### Power grid, run 1

Pins as bars on the die edge. Tap cells in gray.
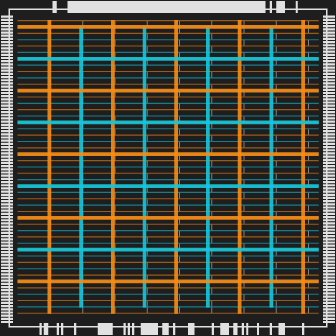
### Placed cells, one color a class, run 1

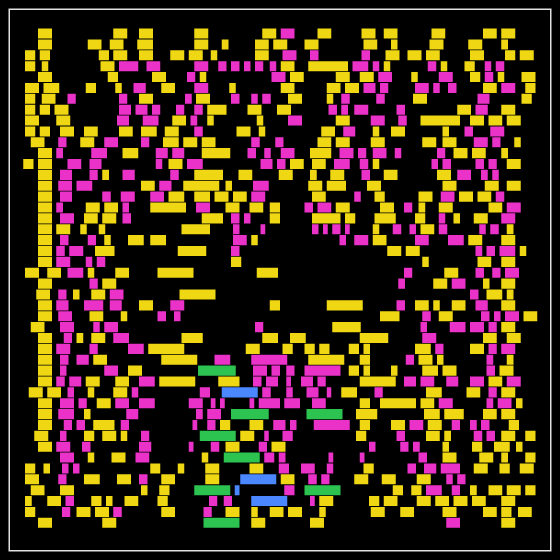
### Clock wires, drivers and flops, run 1

Scale bar: 50 um.
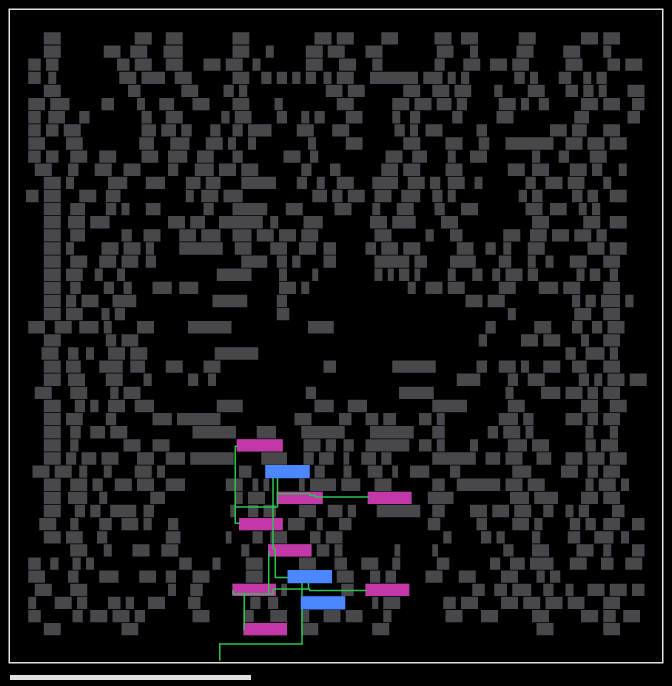
[config.mk]
export PLATFORM = sky130hd
export DESIGN_NAME = sys_mem_arbiter_flat
export DESIGN_NICKNAME = d
export VERILOG_FILES = /design/src/rtl/sys_mem_arbiter_if.sv /design/src/rtl/sys_mem_arbiter.sv /design/src/flat_wrapper.sv
export SDC_FILE = /design/constraint.sdc
export NUM_CORES = 1
export LEC_CHECK = 0
export CAP_MARGIN = 20
export CELL_PAD_IN_SITES_DETAIL_PLACEMENT = 1
export CELL_PAD_IN_SITES_GLOBAL_PLACEMENT = 1
export CORE_MARGIN = 3
export CORE_UTILIZATION = 15
export DETAILED_ROUTE_END_ITERATION = 7
export GPL_TIMING_DRIVEN = 0
export PLACE_DENSITY_LB_ADDON = 0.1
export SYNTH_ARGS = -nofsm -noshare
export SYNTH_HDL_FRONTEND = slang
export SYNTH_SLANG_ARGS = --single-unit
[constraint.sdc]
create_clock -name CLK -period 1.95 [get_ports CLK]
set_input_delay 0.39 -clock CLK [delete_from_list [all_inputs] [get_ports CLK]]
set_output_delay 0.39 -clock CLK [all_outputs]
set_load 0.005 [all_outputs]
[src/rtl/sys_mem_arbiter_if.sv]
// Bus bundle for the system memory arbiter: requester ports, testbench
// control port, RAM port, halt inputs and status outputs.
interface sys_mem_arbiter_if #(
    parameter int NREQ = 2,
    parameter int AW   = 32,
    parameter int DW   = 32,
    parameter int GIDW = (NREQ > 2) ? $clog2(NREQ) : 1
);
    logic [NREQ-1:0]    req_ren;
    logic [NREQ-1:0]    req_wen;
    logic [NREQ*AW-1:0] req_addr;
    logic [NREQ*DW-1:0] req_store;
    logic [NREQ-1:0]    req_wait;
    logic [DW-1:0]      req_load;

    logic               tb_ctrl;
    logic               tb_ren;
    logic               tb_wen;
    logic [AW-1:0]      tb_addr;
    logic [DW-1:0]      tb_store;
    logic               tb_owns;

    logic               ram_ren;
    logic               ram_wen;
    logic [AW-1:0]      ram_addr;
    logic [DW-1:0]      ram_store;
    logic [DW-1:0]      ram_load;
    logic               ram_ready;

    logic [NREQ-1:0]    cpu_halt;
    logic               halt;
    logic               cpuclk_en;
    logic [GIDW-1:0]    grant_id;

    // Arbiter side
    modport slave (
        input  req_ren, req_wen, req_addr, req_store,
        output req_wait, req_load,
        input  tb_ctrl, tb_ren, tb_wen, tb_addr, tb_store,
        output tb_owns,
        output ram_ren, ram_wen, ram_addr, ram_store,
        input  ram_load, ram_ready,
        input  cpu_halt,
        output halt, cpuclk_en, grant_id
    );

    // Requesters / testbench / RAM side
    modport master (
        output req_ren, req_wen, req_addr, req_store,
        input  req_wait, req_load,
        output tb_ctrl, tb_ren, tb_wen, tb_addr, tb_store,
        input  tb_owns,
        input  ram_ren, ram_wen, ram_addr, ram_store,
        output ram_load, ram_ready,
        output cpu_halt,
        input  halt, cpuclk_en, grant_id
    );
endinterface

[src/rtl/sys_mem_arbiter.sv]
// N-way memory front end: round-robin arbitration of processor requesters
// onto a single-ported RAM, testbench takeover that waits for the current
// access to drain, free-running CPU clock-enable divider and sticky
// all-core halt detection.
//
//   state | meaning
//   ------+--------------------------------------------------------------
//   IDLE  | RAM idle; pick next requester round-robin or hand RAM to tb
//   BUSY  | granted requester drives RAM until ram_ready or it withdraws
//   TB    | testbench drives RAM until tb_ctrl drops
module sys_mem_arbiter #(
    parameter int NREQ   = 2,
    parameter int AW     = 32,
    parameter int DW     = 32,
    parameter int CLKDIV = 2,
    parameter int GIDW   = (NREQ > 2) ? $clog2(NREQ) : 1
) (
    input  logic              CLK,
    input  logic              RST,
    sys_mem_arbiter_if.slave  bus
);
    localparam int CW = (CLKDIV > 1) ? $clog2(CLKDIV) : 1;

    typedef enum logic [1:0] {
        S_IDLE = 2'd0,
        S_BUSY = 2'd1,
        S_TB   = 2'd2
    } state_t;

    state_t          state_q, state_d;
    logic [GIDW-1:0] grant_id_q, grant_id_d;
    logic [GIDW-1:0] last_grant_q, last_grant_d;
    logic [CW-1:0]   div_cnt_q, div_cnt_d;
    logic [NREQ-1:0] halt_seen_q, halt_seen_d;
    logic            halt_q, halt_d;

    logic [NREQ-1:0] req_any;
    logic [GIDW-1:0] rr_pick;
    logic            rr_valid;
    logic [GIDW:0]   rr_cand;
    logic            div_wrap;

    logic            g_ren, g_wen;
    logic [AW-1:0]   g_addr;
    logic [DW-1:0]   g_store;

    assign req_any = bus.req_ren | bus.req_wen;
    assign g_ren   = bus.req_ren[grant_id_q];
    assign g_wen   = bus.req_wen[grant_id_q];
    assign g_addr  = bus.req_addr[int'(grant_id_q)*AW +: AW];
    assign g_store = bus.req_store[int'(grant_id_q)*DW +: DW];

    // Round-robin search: first requester after last_grant, wrapping at NREQ
    always_comb begin
        rr_pick  = '0;
        rr_valid = 1'b0;
        rr_cand  = '0;
        for (int k = 1; k <= NREQ; k++) begin
            rr_cand = {1'b0, last_grant_q} + (GIDW+1)'(k);
            if (rr_cand >= (GIDW+1)'(NREQ)) begin
                rr_cand = rr_cand - (GIDW+1)'(NREQ);
            end
            if (!rr_valid && req_any[rr_cand[GIDW-1:0]]) begin
                rr_valid = 1'b1;
                rr_pick  = rr_cand[GIDW-1:0];
            end
        end
    end

    // Next-state and RAM port mux; enables stay low when nobody owns the RAM
    always_comb begin
        state_d       = state_q;
        grant_id_d    = grant_id_q;
        last_grant_d  = last_grant_q;
        bus.ram_ren   = 1'b0;
        bus.ram_wen   = 1'b0;
        bus.ram_addr  = '0;
        bus.ram_store = '0;
        bus.tb_owns   = 1'b0;
        case (state_q)
            S_IDLE: begin
                if (bus.tb_ctrl) begin
                    state_d = S_TB;
                end else if (rr_valid) begin
                    grant_id_d = rr_pick;
                    state_d    = S_BUSY;
                end
            end
            S_BUSY: begin
                bus.ram_addr  = g_addr;
                bus.ram_store = g_store;
                if (!g_ren && !g_wen) begin
                    // Grantee withdrew: abandon without crediting its turn
                    state_d = S_IDLE;
                end else begin
                    bus.ram_wen = g_wen;
                    bus.ram_ren = g_ren & ~g_wen;
                    if (bus.ram_ready) begin
                        last_grant_d = grant_id_q;
                        state_d      = bus.tb_ctrl ? S_TB : S_IDLE;
                    end
                end
            end
            S_TB: begin
                bus.tb_owns   = 1'b1;
                bus.ram_addr  = bus.tb_addr;
                bus.ram_store = bus.tb_store;
                bus.ram_wen   = bus.tb_wen;
                bus.ram_ren   = bus.tb_ren & ~bus.tb_wen;
                if (!bus.tb_ctrl) begin
                    state_d = S_IDLE;
                end
            end
            default: begin
                state_d = S_IDLE;
            end
        endcase
    end

    // Stall every active requester except the grantee in its completion cycle
    always_comb begin
        bus.req_wait = '0;
        for (int i = 0; i < NREQ; i++) begin
            bus.req_wait[i] = req_any[i] &
                ~((state_q == S_BUSY) && (grant_id_q == GIDW'(i)) && bus.ram_ready);
        end
    end

    // Divider counter and halt accumulation next-state
    always_comb begin
        div_wrap    = (div_cnt_q == CW'(CLKDIV - 1));
        div_cnt_d   = div_wrap ? '0 : div_cnt_q + 1'b1;
        halt_seen_d = halt_seen_q | bus.cpu_halt;
        halt_d      = &halt_seen_d;
    end

    assign bus.req_load  = bus.ram_load;
    assign bus.cpuclk_en = div_wrap;
    assign bus.halt      = halt_q;
    assign bus.grant_id  = grant_id_q;

    // State registers; last_grant resets to NREQ-1 so requester 0 wins first
    always_ff @(posedge CLK or posedge RST) begin
        if (RST) begin
            state_q      <= S_IDLE;
            grant_id_q   <= '0;
            last_grant_q <= GIDW'(NREQ - 1);
            div_cnt_q    <= '0;
            halt_seen_q  <= '0;
            halt_q       <= 1'b0;
        end else begin
            state_q      <= state_d;
            grant_id_q   <= grant_id_d;
            last_grant_q <= last_grant_d;
            div_cnt_q    <= div_cnt_d;
            halt_seen_q  <= halt_seen_d;
            halt_q       <= halt_d;
        end
    end
endmodule

[src/flat_wrapper.sv]
// flat-port wrapper written by rule: the top's interface ports become plain ports
module sys_mem_arbiter_flat 
#(
    parameter int NREQ   = 2,
    parameter int AW     = 32,
    parameter int DW     = 32,
    parameter int CLKDIV = 2,
    parameter int GIDW   = (NREQ > 2) ? $clog2(NREQ) : 1
)
  (CLK, RST, bus_req_ren, bus_req_wen, bus_req_addr, bus_req_store, bus_req_wait, bus_req_load, bus_tb_ctrl, bus_tb_ren, bus_tb_wen, bus_tb_addr, bus_tb_store, bus_tb_owns, bus_ram_ren, bus_ram_wen, bus_ram_addr, bus_ram_store, bus_ram_load, bus_ram_ready, bus_cpu_halt, bus_halt, bus_cpuclk_en, bus_grant_id);
  sys_mem_arbiter_if #(.NREQ(NREQ), .AW(AW), .DW(DW), .GIDW(GIDW)) bus_i ();
  input  logic CLK;
  input  logic RST;
  input wire logic [$bits(bus_i.req_ren)-1:0] bus_req_ren;
  input wire logic [$bits(bus_i.req_wen)-1:0] bus_req_wen;
  input wire logic [$bits(bus_i.req_addr)-1:0] bus_req_addr;
  input wire logic [$bits(bus_i.req_store)-1:0] bus_req_store;
  output wire logic [$bits(bus_i.req_wait)-1:0] bus_req_wait;
  output wire logic [$bits(bus_i.req_load)-1:0] bus_req_load;
  input wire logic [$bits(bus_i.tb_ctrl)-1:0] bus_tb_ctrl;
  input wire logic [$bits(bus_i.tb_ren)-1:0] bus_tb_ren;
  input wire logic [$bits(bus_i.tb_wen)-1:0] bus_tb_wen;
  input wire logic [$bits(bus_i.tb_addr)-1:0] bus_tb_addr;
  input wire logic [$bits(bus_i.tb_store)-1:0] bus_tb_store;
  output wire logic [$bits(bus_i.tb_owns)-1:0] bus_tb_owns;
  output wire logic [$bits(bus_i.ram_ren)-1:0] bus_ram_ren;
  output wire logic [$bits(bus_i.ram_wen)-1:0] bus_ram_wen;
  output wire logic [$bits(bus_i.ram_addr)-1:0] bus_ram_addr;
  output wire logic [$bits(bus_i.ram_store)-1:0] bus_ram_store;
  input wire logic [$bits(bus_i.ram_load)-1:0] bus_ram_load;
  input wire logic [$bits(bus_i.ram_ready)-1:0] bus_ram_ready;
  input wire logic [$bits(bus_i.cpu_halt)-1:0] bus_cpu_halt;
  output wire logic [$bits(bus_i.halt)-1:0] bus_halt;
  output wire logic [$bits(bus_i.cpuclk_en)-1:0] bus_cpuclk_en;
  output wire logic [$bits(bus_i.grant_id)-1:0] bus_grant_id;
  assign bus_i.req_ren = bus_req_ren;
  assign bus_i.req_wen = bus_req_wen;
  assign bus_i.req_addr = bus_req_addr;
  assign bus_i.req_store = bus_req_store;
  assign bus_req_wait = bus_i.req_wait;
  assign bus_req_load = bus_i.req_load;
  assign bus_i.tb_ctrl = bus_tb_ctrl;
  assign bus_i.tb_ren = bus_tb_ren;
  assign bus_i.tb_wen = bus_tb_wen;
  assign bus_i.tb_addr = bus_tb_addr;
  assign bus_i.tb_store = bus_tb_store;
  assign bus_tb_owns = bus_i.tb_owns;
  assign bus_ram_ren = bus_i.ram_ren;
  assign bus_ram_wen = bus_i.ram_wen;
  assign bus_ram_addr = bus_i.ram_addr;
  assign bus_ram_store = bus_i.ram_store;
  assign bus_i.ram_load = bus_ram_load;
  assign bus_i.ram_ready = bus_ram_ready;
  assign bus_i.cpu_halt = bus_cpu_halt;
  assign bus_halt = bus_i.halt;
  assign bus_cpuclk_en = bus_i.cpuclk_en;
  assign bus_grant_id = bus_i.grant_id;
  sys_mem_arbiter #(.NREQ(NREQ), .AW(AW), .DW(DW), .CLKDIV(CLKDIV), .GIDW(GIDW)) u_core (.CLK(CLK), .RST(RST), .bus(bus_i));
endmodule
==> results.json, run 1 <==
{
  "run_status": "complete, but fails checks",
  "violated_checks": "setup timing",
  "post_route_cells_drive_above_1_share_pct": 38.09,
  "layout.nonclk_buf_share_pct": 58.04,
  "layout.core_utilization_pct": 42.41,
  "yosys.stat.seqShare_pct": 8.058,
  "power_frac_seq_pct": 3.5,
  "sh_seq_area_pct": 2.966,
  "worst_slack_ns": -0.1738,
  "setup-violations-final": 65,
  "placed_cells_incl_taps": 897,
  "netSwitchingFraction_pct": 41.43,
  "routedLengthMet1_um": 6470,
  "rsz_0062_raised_after_global_routing": "yes",
  "critical-path-top-delay-family": "buffers and inverters",
  "logic_area_um2": 2287,
  "critPathBufInv": 5,
  "wl_met2_um": 9369,
  "remaining_routing_drc_violations": 0,
  "hp-class": "reg2reg",
  "post-layout-total-power_mw": 7.042,
  "num-nonclk-inverters": 5,
  "cp.arrival_ns": 1.73,
  "logic_gate_count": 299
}
Notes on 'Power grid' above:
VSS -> orange
VDD -> cyan
met5 straps = 9
rows = 46
met4 straps = 9
met1 rails = 47
signal pins = 340

Notes on 'Placed cells, one color a class' above:
flops -> green  # cells 8, share of their area 3.1%
clock drivers and dummy loads -> blue  # cells 4, share of their area 1.2%
combinational and other logic -> magenta  # cells 304, share of their area 35%
other buffers and delay cells -> yellow  # cells 406, share of their area 60%

Notes on 'Clock wires, drivers and flops' above:
flip-flops -> magenta  # count 8
clock drivers -> blue  # count 3
clock wires -> green  # length 175 um
routed clock nets = 4

-- run 1: flip-flops by register name, summed over array words and instances, names as in the netlist --
register	cells
u_core.last_grant_q	1
u_core.bus.grant_id	1
u_core.bus.halt	1
u_core.state_q	2
u_core.halt_seen_q	2
u_core.bus.cpuclk_en	1
-- run 1: power groups by stage --
| stage | Sequential (mW) | Combinational (mW) | Clock [mW] |
|---|---|---|---|
| 3_5_place_dp | 0.240 | 4.59 | 0 |
| 3_3_place_gp | 0.236 | 4.53 | 0 |
| 6_report | 0.249 | 6.43 | 0.363 |
| 4_1_cts | 0.244 | 6.06 | 0.372 |
| 2_1_floorplan | 0.235 | 2.23 | 0 |
| 5_1_grt | 0.257 | 6.95 | 0.385 |
### Signal wires by layer, run 1

Scale bar: 50 um.
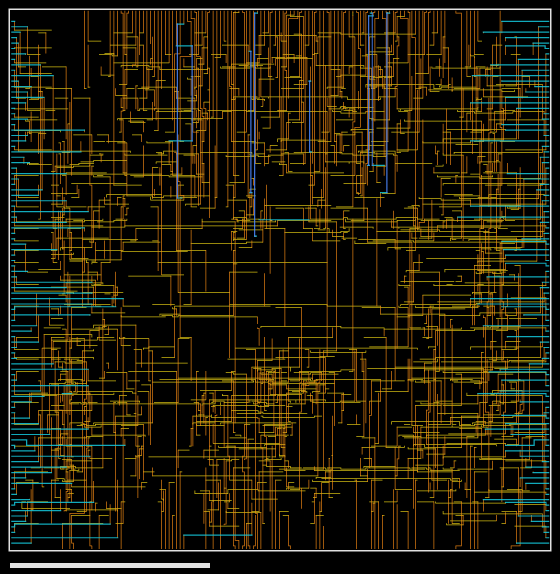

==> inputs of run 2 (changes only) <==
- CORE_ASPECT_RATIO: unset -> 1.4
- PLACE_DENSITY_LB_ADDON: 0.1 -> 0.3
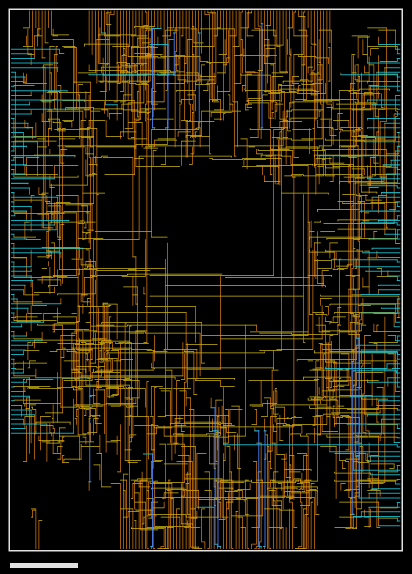
*Signal wires by layer, run 2*
Scale bar: 20 um.
metal 1 -> yellow  # wire length 5510 um
metal 2 -> orange  # wire length 9550 um
metal 4 -> blue  # wire length 486 um
metal 3 -> cyan  # wire length 1350 um

==> run 2 against run 1 <==
The run still ends with setup timing left. Wire length fell by 4.1%. Critical endpoint is now bus_ram_addr[16]. Setup slack lost 0.033 ns. Clock skew is 0.0018 ns higher. First-iteration DRC count down 24%. Worst hold slack worse by 0.014 ns. Synthesized area is the same. Sequential power up 6%. Cell count fell by 3.0%. Synthesized cell count is the same. Combinational power up 3.3%.
==> results.json, run 2 <==
{
  "run_status": "complete, but fails checks",
  "violated_checks": "setup timing",
  "clock_cell_share_pct": 1.169,
  "timing.rr.start": "u_core.state_q[1]$_DFFE_PP0P_",
  "postSynthAreaPerCell_um2": 6.684,
  "critical_path.startpoint_type": "register",
  "worst_slack_ns": -0.2070,
  "placed_cells_incl_taps": 880,
  "worstSetupPathDepth": 8,
  "setup-violations-final": 66,
  "yosys.stat.seqShare_pct": 8.058,
  "port_buf_inserts": 307,
  "post_route_cells_drive_above_1_share_pct": 34.04,
  "detail_route.wirelength_um": 16890,
  "logic_area_um2": 2168,
  "cp.arrival_ns": 1.77,
  "maxUsedRoutingLayer": "met4",
  "synth-warning-count": 0,
  "max_stage_delay_ns": 0.44,
  "logic_gate_count": 299,
  "syn-num-nets": 613,
  "worst_setup_path_endpoint": "bus_ram_addr[16]",
  "globalRouteMet3Util_pct": 3.393,
  "sh_seq_area_pct": 3.026,
  "post-layout-total-power_mw": 7.259,
  "critPathCaptureType": "primary output",
  "wl_met2_um": 9545,
  "critPathBufInv": 6,
  "worst_slew_margin_rel_pct": 65.75,
  "netSwitchingFraction_pct": 40.05,
  "filler_cell_count": 1933,
  "postSynth.topFlopCell": "sky130_fd_sc_hd__dfrtp_1",
  "hp-class": "in2async",
  "drt_iter0_markers": 59,
  "warning_count": 30,
  "critical-path-top-delay-family": "buffers and inverters",
  "grt_start_max_net_pins": 11,
  "power_frac_seq_pct": 3.6,
  "routedLengthMet1_um": 5509,
  "fp.coreArea_um2": 16240,
  "grt_use_met1_pct": 16.39,
  "rsz_0062_raised_after_global_routing": "yes",
  "num_tap_cells": 199,
  "layout.nonclk_buf_share_pct": 59.48,
  "post-cts-setup-buffers": 20,
  "place_area_um2": 5822,
  "clkLatencyLatePin_ns": 0.23,
  "final_instance_count_without_filler_cells": 910,
  "remaining_routing_drc_violations": 0,
  "reg.largest.list": "u_core.halt_seen_q x2, u_core.state_q x2"
}
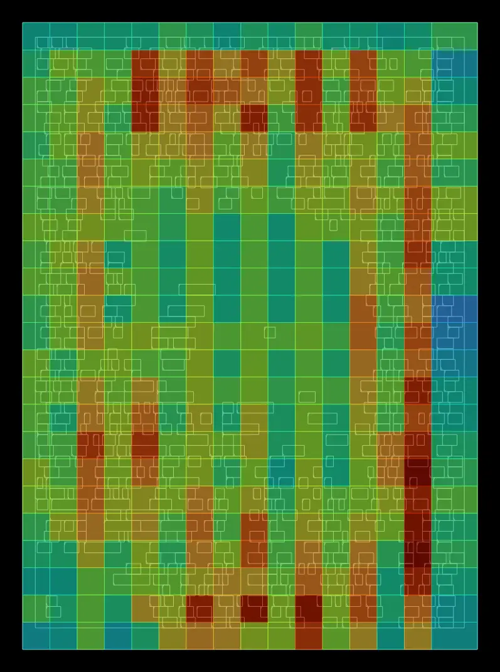
*Congestion heat map, run 2*
utilization after layout: 41.50%
grt peak-use layer: met2
GR Util All Layers: 17.31%

run 2: netlist changes by cell type in the layout (fill, tap and decap cells not counted), sizes merged:
cell           delta
clkdlybuf4s50     +1
clkbuf            -5
buf               -9
clkdlybuf4s15     +2
run 2: kinds of logic after synthesis:
family / share of synthesized area (%)
flops: 8.058
mux: 26.43
simple gates: 30.78
fa+ha+maj: 1.502
compound gates: 17.57
buf+inv: 15.67
run 2: power groups by stage:
| stage | Combinational (mW) | Sequential (mW) | Clock (mW) |
|---|---|---|---|
| finish | 6.64 | 0.264 | 0.356 |
| CTS | 6.30 | 0.253 | 0.367 |
| global placement | 4.47 | 0.239 | 0 |
| global route | 7.14 | 0.271 | 0.374 |
| detailed placement | 4.59 | 0.243 | 0 |
| floorplan | 2.23 | 0.235 | 0 |
Power figures rest on the tool's default switching activity, not on a simulated workload.
